--- src/rtl/wb_issue_scheduler_pkg.sv ---
// rtl/wb_issue_scheduler_pkg.sv - shared widths, latencies and writer-class encoding
package wb_issue_scheduler_pkg;

  localparam int REG_ADDR_DEF = 5;
  localparam int ALU_WB_DEF   = 2;
  localparam int MUL_WB_DEF   = 6;

  localparam logic WB_ALU = 1'b0;
  localparam logic WB_MUL = 1'b1;

endpackage

--- src/rtl/wb_issue_scheduler_slot_shifter.sv ---
// rtl/wb_issue_scheduler_slot_shifter.sv - write-port reservation shift register
// Slot 0 is the write-back happening this cycle; PROBE_IDX exposes one future slot.
module wb_slot_shifter #(
  parameter int DEPTH     = 6,
  parameter int AW        = 5,
  parameter int PROBE_IDX = 2,
  parameter int IW        = $clog2(DEPTH)
) (
  input  logic          clk,
  input  logic          resetn,
  input  logic          set_en,
  input  logic [IW-1:0] set_idx,
  input  logic          set_cls,
  input  logic [AW-1:0] set_rd,
  output logic          probe_busy,
  output logic          slot0_en,
  output logic          slot0_cls,
  output logic [AW-1:0] slot0_rd
);

  logic [DEPTH-1:0]         resv_q, resv_d;
  logic [DEPTH-1:0]         cls_q, cls_d;
  logic [DEPTH-1:0][AW-1:0] dst_q, dst_d;

  always_comb begin
    resv_d = resv_q >> 1;
    cls_d  = cls_q >> 1;
    for (int i = 0; i < DEPTH - 1; i++) begin
      dst_d[i] = dst_q[i+1];
    end
    dst_d[DEPTH-1] = '0;
    // The new reservation lands in the post-shift slot, so it sees this edge's shift.
    for (int i = 0; i < DEPTH; i++) begin
      if (set_en && (set_idx == IW'(i))) begin
        resv_d[i] = 1'b1;
        cls_d[i]  = set_cls;
        dst_d[i]  = set_rd;
      end
    end
  end

  always_ff @(posedge clk) begin
    if (!resetn) begin
      resv_q <= '0;
      cls_q  <= '0;
      dst_q  <= '0;
    end else begin
      resv_q <= resv_d;
      cls_q  <= cls_d;
      dst_q  <= dst_d;
    end
  end

  generate
    if (PROBE_IDX < DEPTH) begin : g_probe
      assign probe_busy = resv_q[PROBE_IDX];
    end else begin : g_no_probe
      assign probe_busy = 1'b0;
    end
  endgenerate

  assign slot0_en  = resv_q[0];
  assign slot0_cls = cls_q[0];
  assign slot0_rd  = dst_q[0];

endmodule

--- src/rtl/wb_issue_scheduler.sv ---
// rtl/wb_issue_scheduler.sv - issue control sharing one regfile write port between ALU and multiply pipe
// MUL_FWD_EN: a multiply result written back this cycle satisfies RAW consumers in the same cycle.
module wb_issue_scheduler
  import wb_issue_scheduler_pkg::*;
#(
  parameter int REG_ADDR = REG_ADDR_DEF,
  parameter int ALU_WB   = ALU_WB_DEF,
  parameter int MUL_WB   = MUL_WB_DEF
) (
  input  logic                clk,
  input  logic                reset,
  input  logic                dec_valid,
  input  logic                dec_is_mul,
  input  logic                dec_regwrite,
  input  logic [REG_ADDR-1:0] dec_rs,
  input  logic [REG_ADDR-1:0] dec_rt,
  input  logic                dec_uses_rt,
  input  logic [REG_ADDR-1:0] dec_rd,
  input  logic                flush,
  output logic                issue_ready,
  output logic                issue_alu,
  output logic                issue_mul,
  output logic                wb_en,
  output logic                wb_sel,
  output logic [REG_ADDR-1:0] wb_rd
);

  localparam int NREG = 1 << REG_ADDR;
  localparam int IW   = $clog2(MUL_WB);
  localparam logic [IW-1:0] ALU_IDX = IW'(ALU_WB - 1);
  localparam logic [IW-1:0] MUL_IDX = IW'(MUL_WB - 1);

  logic [NREG-1:0] pending_q, pending_d;
  logic            alu_slot_busy;
  logic            eff_wr;
  logic            struct_conf;
  logic            raw_rs, raw_rt, waw;
  logic            ready_raw;
  logic            set_en;
  logic [IW-1:0]   set_idx;
  logic            set_cls;
  logic            mul_wb_now;

  assign eff_wr     = dec_regwrite && (dec_rd != '0);
  assign mul_wb_now = wb_en && (wb_sel == WB_MUL);

  // A multiply would probe slot MUL_WB, which lies beyond the vector and is never busy.
  assign struct_conf = eff_wr && !dec_is_mul && alu_slot_busy;

`ifdef MUL_FWD_EN
  assign raw_rs = pending_q[dec_rs] && !(mul_wb_now && (wb_rd == dec_rs));
  assign raw_rt = dec_uses_rt && pending_q[dec_rt] && !(mul_wb_now && (wb_rd == dec_rt));
`else
  assign raw_rs = pending_q[dec_rs];
  assign raw_rt = dec_uses_rt && pending_q[dec_rt];
`endif
  assign waw = eff_wr && pending_q[dec_rd];

  assign ready_raw   = !(struct_conf || raw_rs || raw_rt || waw);
  assign issue_ready = !reset || ready_raw;
  assign issue_alu   = reset && dec_valid && !flush && ready_raw && !dec_is_mul;
  assign issue_mul   = reset && dec_valid && !flush && ready_raw && dec_is_mul;

  assign set_en  = (issue_alu || issue_mul) && eff_wr;
  assign set_idx = dec_is_mul ? MUL_IDX : ALU_IDX;
  assign set_cls = dec_is_mul ? WB_MUL : WB_ALU;

  wb_slot_shifter #(
    .DEPTH     (MUL_WB),
    .AW        (REG_ADDR),
    .PROBE_IDX (ALU_WB),
    .IW        (IW)
  ) u_slots (
    .clk        (clk),
    .resetn     (reset),
    .set_en     (set_en),
    .set_idx    (set_idx),
    .set_cls    (set_cls),
    .set_rd     (dec_rd),
    .probe_busy (alu_slot_busy),
    .slot0_en   (wb_en),
    .slot0_cls  (wb_sel),
    .slot0_rd   (wb_rd)
  );

  always_comb begin
    pending_d = pending_q;
    if (mul_wb_now) begin
      pending_d[wb_rd] = 1'b0;
    end
    if (issue_mul && eff_wr) begin
      pending_d[dec_rd] = 1'b1;
    end
    pending_d[0] = 1'b0;
  end

  always_ff @(posedge clk) begin
    if (!reset) begin
      pending_q <= '0;
    end else begin
      pending_q <= pending_d;
    end
  end

endmodule

--- config.mk ---
export PLATFORM = sky130hd
export DESIGN_NAME = wb_issue_scheduler
export DESIGN_NICKNAME = d
export VERILOG_FILES = /design/src/rtl/wb_issue_scheduler_pkg.sv /design/src/rtl/wb_issue_scheduler_slot_shifter.sv /design/src/rtl/wb_issue_scheduler.sv
export SDC_FILE = /design/constraint.sdc
export NUM_CORES = 1
export LEC_CHECK = 0
export CAP_MARGIN = 10
export CORE_MARGIN = 5
export CORE_UTILIZATION = 35
export CTS_BUF_LIST = sky130_fd_sc_hd__clkbuf_8 sky130_fd_sc_hd__clkbuf_16
export CTS_CLUSTER_SIZE = 16
export DETAILED_ROUTE_END_ITERATION = 16
export PLACE_DENSITY = 0.56
export SLEW_MARGIN = 15
export SYNTH_ARGS = -nofsm -noshare
export SYNTH_HDL_FRONTEND = slang
export SYNTH_SLANG_ARGS = --single-unit
--- constraint.sdc ---
create_clock -name clk -period 4.67 [get_ports clk]
set_clock_uncertainty 0.05 [all_clocks]
set_input_delay 0.934 -clock clk [delete_from_list [all_inputs] [get_ports clk]]
set_output_delay 0.934 -clock clk [all_outputs]
set_load 0.05 [all_outputs]
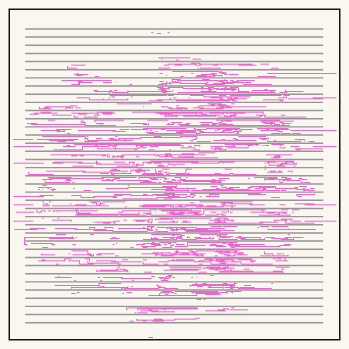
Fig. 1. Signal wires on met1.
(3 px per um) Supply wires on this layer in grey.
longest straight run: 47.8 um
wire length on this layer: 4,400 um
nets with wire on the layer: 369
drt total wl: 9376 um
via count: 2,779
grt met1 use: 22.65%

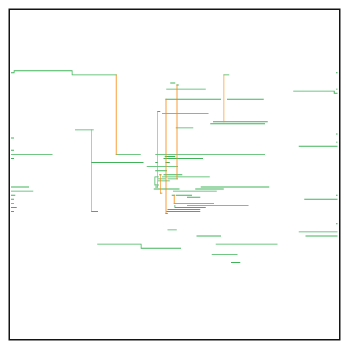
Fig. 2. Signal wires by layer.
(3 px per um) Two of the layers only.
| colour | layer | wire length |
|---|---|---|
| orange | met4 | 173 um |
| green | met3 | 576 um |
routed len/inst: 18.57 um
GRT Total Usage: 16.25%

==> results.py <==
# Auto-generated metrics
metrics = {
    "finish": {
        "final_util_pct": 42.94,
        "stdcell_count": 505,
        "regMostFlops": "pending_q",
        "n_clock_buffer": 9,
        "regArea_um2": 1461,
    },
    "power": {
        "top_power_group": "sequential cells",
        "seq-power_mw": 0.624,
        "p_sw_share_pct": 23.72,
    },
    "yosys": {
        "numSynthFlops": 73,
        "ys_sh_xor_pct": 0,
        "mux_area_share_pct": 18.39,
        "top_cell_area_share_pct": 42.03,
        "yosys.stat.seqShare_pct": 42.03,
    },
    "placed_design": {
        "dpl_cell_area_um2": 3929,
        "pre_cts_ws_ns": -0.04377,
    },
    "grt": {
        "grt_pass1_wl_um": 14770,
        "grt_max_degree": 71,
        "use_met3_pct": 3.347,
    },
    "critical_path": {
        "worstSetupStartpoint": "dec_rd[4]",
        "reg2reg_slack_ns": 2.00,
        "worst-path-stages": 9,
    },
    "timing": {
        "max_freq_mhz": 223.5,
    },
    "clock_network": {
        "clkSlewWorstSetupHoldPaths_ns": 0.08,
    },
    "status": {
        "status": "complete, no violations",
    },
    "route": {
        "vias_per_cell": 5.503,
    },
}
Power and IR drop assume default switching activity.
